Figure 1. Track usage over the die.
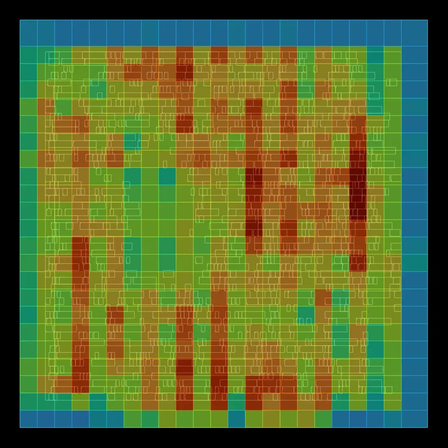
Figure 2. Gate families picked out.
(3 px per um)
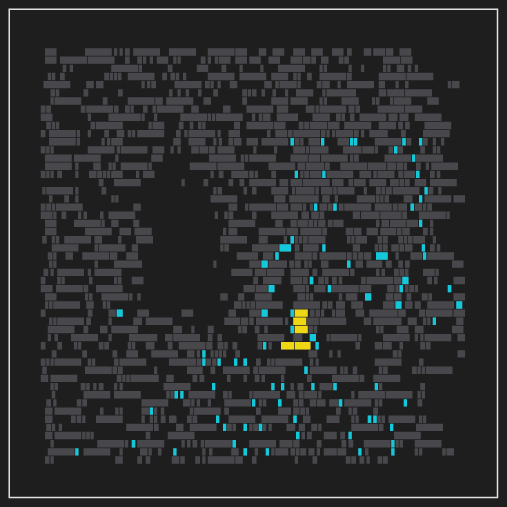
Figure 3. The metal 3 layer.
(1.5 px per um)
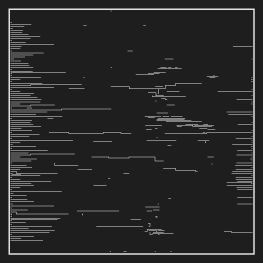
Figure 4. The metal 2 layer.
(1.5 px per um)
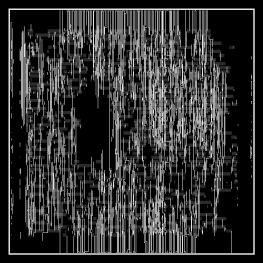
Figure 5. Sizing map.
(3 px per um)
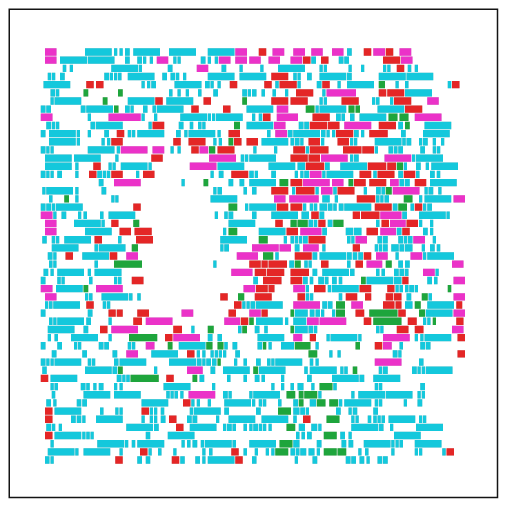
$ cat src/rtl/ysyx_23060025_lsu_pkg.sv
// Shared definitions for the LSU stage: access type codes, FSM states and
// the width of the forward bus returned to decode.
package ysyx_23060025_lsu_pkg;

    localparam int LS_TO_DS_FORWARD_BUS = 39;

    typedef enum logic [2:0] {
        LD_NONE = 3'd0,
        LD_LB   = 3'd1,
        LD_LH   = 3'd2,
        LD_LW   = 3'd3,
        LD_LBU  = 3'd4,
        LD_LHU  = 3'd5
    } load_type_e;

    typedef enum logic [1:0] {
        ST_NONE = 2'd0,
        ST_SB   = 2'd1,
        ST_SH   = 2'd2,
        ST_SW   = 2'd3
    } store_type_e;

    typedef enum logic [1:0] {
        S_IDLE = 2'd0,
        S_REQ  = 2'd1,
        S_WAIT = 2'd2,
        S_DONE = 2'd3
    } lsu_state_e;

endpackage

$ cat src/rtl/ysyx_23060025_lsu_align.sv
// Combinational byte-lane logic: store data/strobe placement and load
// extraction with sign or zero extension. Misaligned accesses are not trapped.
module ysyx_23060025_lsu_align
    import ysyx_23060025_lsu_pkg::*;
#(
    parameter int DATA_LEN = 32
) (
    input  logic [1:0]          addr_lo_i,
    input  logic [2:0]          load_type_i,
    input  logic [1:0]          store_type_i,
    input  logic [DATA_LEN-1:0] store_data_i,
    input  logic [DATA_LEN-1:0] rdata_i,
    output logic [DATA_LEN-1:0] wdata_o,
    output logic [3:0]          wstrb_o,
    output logic [DATA_LEN-1:0] load_data_o
);

    logic [7:0]  byte_sel;
    logic [15:0] half_sel;

    always_comb begin
        wdata_o = store_data_i;
        wstrb_o = 4'b0000;
        case (store_type_i)
            ST_SB: begin
                wstrb_o = 4'b0001 << addr_lo_i;
                wdata_o = {4{store_data_i[7:0]}};
            end
            ST_SH: begin
                wstrb_o = 4'b0011 << {addr_lo_i[1], 1'b0};
                wdata_o = {2{store_data_i[15:0]}};
            end
            ST_SW:   wstrb_o = 4'hF;
            default: ;
        endcase
    end

    always_comb begin
        case (addr_lo_i)
            2'd0:    byte_sel = rdata_i[7:0];
            2'd1:    byte_sel = rdata_i[15:8];
            2'd2:    byte_sel = rdata_i[23:16];
            default: byte_sel = rdata_i[31:24];
        endcase
        half_sel = addr_lo_i[1] ? rdata_i[31:16] : rdata_i[15:0];
    end

    always_comb begin
        load_data_o = rdata_i;
        case (load_type_i)
            LD_LB:   load_data_o = {{(DATA_LEN-8){byte_sel[7]}}, byte_sel};
            LD_LBU:  load_data_o = {{(DATA_LEN-8){1'b0}}, byte_sel};
            LD_LH:   load_data_o = {{(DATA_LEN-16){half_sel[15]}}, half_sel};
            LD_LHU:  load_data_o = {{(DATA_LEN-16){1'b0}}, half_sel};
            default: ;
        endcase
    end

endmodule

$ cat src/rtl/ysyx_23060025_lsu_stage.sv
// LSU pipeline stage: latches EX results, runs one memory transaction per
// memory op through a REQ/WAIT/DONE handshake FSM, and offers results to WB.
module ysyx_23060025_lsu_stage
    import ysyx_23060025_lsu_pkg::*;
#(
    parameter int DATA_LEN = 32
) (
    input  logic                            clock,
    input  logic                            reset,
    input  logic                            es_to_lsu_valid_i,
    output logic                            lsu_allowin_o,
    input  logic [DATA_LEN-1:0]             alu_result_i,
    input  logic [DATA_LEN-1:0]             mem_wdata_i,
    input  logic [2:0]                      load_type_i,
    input  logic [1:0]                      store_type_i,
    input  logic                            wd_i,
    input  logic [4:0]                      wreg_i,
    input  logic [31:0]                     pc_i,
    output logic                            mem_req_valid_o,
    input  logic                            mem_req_ready_i,
    output logic                            mem_req_wen_o,
    output logic [31:0]                     mem_req_addr_o,
    output logic [DATA_LEN-1:0]             mem_req_wdata_o,
    output logic [3:0]                      mem_req_wstrb_o,
    input  logic                            mem_resp_valid_i,
    input  logic [DATA_LEN-1:0]             mem_resp_rdata_i,
    output logic                            lsu_to_ws_valid_o,
    input  logic                            ws_allowin_i,
    output logic                            ws_wd_o,
    output logic [4:0]                      ws_wreg_o,
    output logic [DATA_LEN-1:0]             ws_wdata_o,
    output logic [31:0]                     ws_pc_o,
    output logic [LS_TO_DS_FORWARD_BUS-1:0] ls_to_ds_forward_bus_o
);

    logic                ls_valid_q;
    lsu_state_e          state_q;
    logic [DATA_LEN-1:0] alu_result_q;
    logic [DATA_LEN-1:0] mem_wdata_q;
    logic [2:0]          load_type_q;
    logic [1:0]          store_type_q;
    logic                wd_q;
    logic [4:0]          wreg_q;
    logic [31:0]         pc_q;
    logic [DATA_LEN-1:0] rdata_q;

    logic                is_mem_in, is_load_q, is_mem_q, ready_go, accept;
    logic [DATA_LEN-1:0] load_data;

    assign is_mem_in = (load_type_i != 3'd0) || (store_type_i != 2'd0);
    assign is_load_q = (load_type_q != 3'd0);
    assign is_mem_q  = is_load_q || (store_type_q != 2'd0);

    assign ready_go          = (state_q == S_DONE) || ((state_q == S_IDLE) && !is_mem_q);
    assign lsu_allowin_o     = !ls_valid_q || (ready_go && ws_allowin_i);
    assign lsu_to_ws_valid_o = ls_valid_q && ready_go;
    assign accept            = es_to_lsu_valid_i && lsu_allowin_o;

    // Any handshake that frees the stage also decides the next state, so a
    // new memory op can go straight from DONE (or IDLE) into REQ.
    always_ff @(posedge clock or negedge reset) begin
        if (!reset) begin
            ls_valid_q   <= 1'b0;
            state_q      <= S_IDLE;
            alu_result_q <= '0;
            mem_wdata_q  <= '0;
            load_type_q  <= 3'd0;
            store_type_q <= 2'd0;
            wd_q         <= 1'b0;
            wreg_q       <= 5'd0;
            pc_q         <= 32'd0;
            rdata_q      <= '0;
        end else begin
            if (lsu_allowin_o) begin
                ls_valid_q <= es_to_lsu_valid_i;
                state_q    <= (accept && is_mem_in) ? S_REQ : S_IDLE;
            end else begin
                case (state_q)
                    S_REQ:  if (mem_req_ready_i) state_q <= S_WAIT;
                    S_WAIT: if (mem_resp_valid_i) begin
                        rdata_q <= mem_resp_rdata_i;
                        state_q <= S_DONE;
                    end
                    default: ;
                endcase
            end
            if (accept) begin
                alu_result_q <= alu_result_i;
                mem_wdata_q  <= mem_wdata_i;
                load_type_q  <= load_type_i;
                store_type_q <= store_type_i;
                wd_q         <= wd_i;
                wreg_q       <= wreg_i;
                pc_q         <= pc_i;
            end
        end
    end

    ysyx_23060025_lsu_align #(.DATA_LEN(DATA_LEN)) u_align (
        .addr_lo_i    (alu_result_q[1:0]),
        .load_type_i  (load_type_q),
        .store_type_i (store_type_q),
        .store_data_i (mem_wdata_q),
        .rdata_i      (rdata_q),
        .wdata_o      (mem_req_wdata_o),
        .wstrb_o      (mem_req_wstrb_o),
        .load_data_o  (load_data)
    );

    assign mem_req_valid_o = ls_valid_q && (state_q == S_REQ);
    assign mem_req_wen_o   = (store_type_q != 2'd0);
    assign mem_req_addr_o  = {alu_result_q[31:2], 2'b00};

    assign ws_wd_o    = wd_q;
    assign ws_wreg_o  = wreg_q;
    assign ws_pc_o    = pc_q;
    assign ws_wdata_o = is_load_q ? load_data : alu_result_q;

    assign ls_to_ds_forward_bus_o = {
        ls_valid_q && is_load_q && (state_q != S_DONE),
        wd_q && (wreg_q != 5'd0) && ls_valid_q,
        wreg_q,
        ws_wdata_o
    };

endmodule

$ cat config.mk
export PLATFORM = sky130hd
export DESIGN_NAME = ysyx_23060025_lsu_stage
export DESIGN_NICKNAME = d
export VERILOG_FILES = /design/src/rtl/ysyx_23060025_lsu_pkg.sv /design/src/rtl/ysyx_23060025_lsu_align.sv /design/src/rtl/ysyx_23060025_lsu_stage.sv
export SDC_FILE = /design/constraint.sdc
export NUM_CORES = 1
export LEC_CHECK = 0
export ABC_AREA = 1
export ABC_CLOCK_PERIOD_IN_PS = 2600
export CAP_MARGIN = 20
export CORE_MARGIN = 10
export CORE_UTILIZATION = 39
export CTS_CLUSTER_SIZE = 12
export DETAILED_ROUTE_END_ITERATION = 7
export DONT_BUFFER_PORTS = 1
export GPL_TIMING_DRIVEN = 0
export PLACE_DENSITY_LB_ADDON = 0.1
export SYNTH_ARGS = -nofsm -noshare
export SYNTH_HDL_FRONTEND = slang
export SYNTH_SLANG_ARGS = --single-unit
$ cat constraint.sdc
create_clock -name clock -period 2.6 [get_ports clock]
set_input_delay 0.65 -clock clock [delete_from_list [all_inputs] [get_ports clock]]
set_output_delay 0.65 -clock clock [all_outputs]
set_load 0.01 [all_outputs]
==> CHANGELOG.md <==
### Implementation results

* Worst Slack Setup Final at -0.119 ns
* Detail Route Antenna Nets at 0
* Power density cells at 1860 nW/um^2
* Yosys cell count at 1054
* Launching element type of the critical path: flip-flop
* Global routing usage on met2 at 36.4%
* Worst-Skew Late Latency at 0.43 ns
* Total gr overflow at 0
* Result of the run: complete, but fails checks
* Kind of end point of the critical path: primary output
* Area of the core at 19700 sq um
* Max_slew headroom at 60.6%
* Violation tally from detailed-route iteration zero at 549
* TritonCTS Buffers at 17
* Portion of total power attributed to sequential cells at 22.9%
* Crit path max-delay family: buffers and inverters
* Hold_ws at -0.0790 ns
* Final number of hold-violating endpoints at 142
* Number of endpoints failing setup at the final stage at 31
* Largest stage delay on the critical path at 0.47 ns
* Amount of wire on met2 after detailed routing at 15.0 mm
* Synth cell count leaders: 347 x nand2_1, 142 x dfrtp_1, 131 x nand3_1
* Drt first pass iters at 6
* Most common reg cell: dfrtp_1
* Flip-flops with a built-in enable at 0
* Failing checks: hold timing, setup timing
* FF-to-FF Start: load_type_q[0]$_DFFE_PN0P_
* Starting Density at 40.2%
* Yosys warning count at 0
* Path depth of the worst reg2reg path at 13
Notes on Figure 1 above:
fin util: 52.6%
global routing usage on met1: 28.8%
global route hottest layer: met2
Wirelength per Cell: 22.6 um
global-route total usage across every layer: 22.8%

Notes on Figure 2 above:
inv cells -> cyan  # cells 81
fa/ha/maj cells -> yellow  # cells 5

Notes on Figure 3 above:
wire length on this layer = 2660 um
main direction = horizontal
nets with wire on the layer = 215
longest straight run = 41.4 um
share of all routed wire = 8.5%

Notes on Figure 4 above:
share of all routed wire = 48%
longest straight run = 75.1 um
main direction = vertical
nets with wire on the layer = 1019
wire length on this layer = 15000 um

Notes on Figure 5 above:
x1 and smaller -> cyan  # cells 780, most used nand2_1
x2 -> green  # cells 81, most used buf_2
x6 and larger -> magenta  # cells 91, most used buf_6
x3 and x4 -> red  # cells 165, most used buf_4

## through the flow
stage	power, mW	std cells	area, sq um
global placement	13.0	1320	8230
global route	20.5	1383	10300
floorplan	10.5	1055	7900
detailed placement	13.0	1320	8230
CTS	18.0	1370	9780
finish	19.3	1385	10300
## cells in the final DEF (no fill, tap or decap), types with 3 or more instances in the layout
cell	synthesis	final
a21oi_1	65	28
a21oi_2	0	10
a21oi_4	0	27
buf_1	7	3
buf_12	0	4
buf_2	23	21
buf_4	83	70
buf_6	8	47
buf_8	0	6
clkbuf_1	18	10
clkbuf_16	0	20
clkinvlp_4	0	3
dfrtp_1	142	137
dfrtp_2	0	5
diode_2	0	3
ha_1	5	4
inv_1	73	64
inv_2	7	6
inv_4	0	9
inv_6	0	5
inv_8	0	5
nand2_1	347	314
nand2_2	2	9
nand2_4	1	27
nand3_1	131	118
nand3_2	1	3
nand3_4	0	11
nor2_1	33	19
nor2_2	2	8
nor2_4	0	8
nor3_1	3	3
o211ai_1	10	10
o21ai_0	51	28
o21ai_1	16	31
o21ai_2	1	7
o22ai_1	16	8
o22ai_2	0	8
or2_4	0	4
## power by group through the flow
stage / Combinational (mW) / Sequential (mW) / Clock (mW)
floorplan: 6.52 / 4.01 / 0
global route: 13.3 / 4.56 / 2.58
CTS: 11.2 / 4.38 / 2.48
finish: 12.4 / 4.42 / 2.44
detailed placement: 8.69 / 4.32 / 0
global placement: 8.63 / 4.33 / 0
## state kept, by name, summed over array words and instances, names as in the netlist
name / count
alu_result_q: 32
load_type_q: 3
ls_valid_q: 1
mem_wdata_q: 32
rdata_q: 32
state_q: 2
store_type_q: 2
ws_pc_o: 32
ws_wd_o: 1
ws_wreg_o: 5
## how the worst max path moves through the flow
stage / cells past startpoint / to / slack [ns] / startpoint
after floorplan: 9 / ws_wdata_o[21] / 0.27 / alu_result_q[0]$_DFFE_PN0P_
after global placement: 8 / ws_wdata_o[31] / -0.34 / alu_result_q[0]$_DFFE_PN0P_
after detailed placement: 8 / ws_wdata_o[31] / -0.34 / load_type_q[1]$_DFFE_PN0P_
after CTS: 10 / ws_wdata_o[31] / -0.15 / alu_result_q[0]$_DFFE_PN0P_
after global routing: 9 / ws_wdata_o[6] / -0.21 / alu_result_q[1]$_DFFE_PN0P_
final: 9 / ws_wdata_o[6] / -0.12 / alu_result_q[1]$_DFFE_PN0P_
## cell type report
cell class                      instances  area, sq um  share of cell area, %
Inverter                               81          342                   3.30
Multi-Input combinational cell        693         4000                   38.7
Sequential cell                       142         3560                   34.4
Clock inverter                         14          148                   1.43
Antenna cell                            3         7.51                 0.0726
Timing Repair Buffer                   31          360                   3.48
Tap cell                              265          332                   3.20
Buffer                                139         1170                   11.3
Clock buffer                           17          425                   4.11
## cell families after synthesis
family | share of synthesized area [%]
AOI/OAI and AO/OA | 10.7
adders and majority gates | 0.793
buffers and inverters | 15.5
DFF | 45.0
other | 0.0475
and+or+nand+nor | 27.9
## what timing repair did
| action | in CTS | in global routing |
|---|---|---|
| gates resized | 234 | 102 |
| cloned | 2 | 3 |
| pin swaps | 41 | 49 |
| setup endpoints to repair | 94 | 86 |
| hold endpoints to repair | 142 | 142 |
| buffers inserted | 17 | 9 |
No activity file was given, so power comes from the tool's default toggle rates.
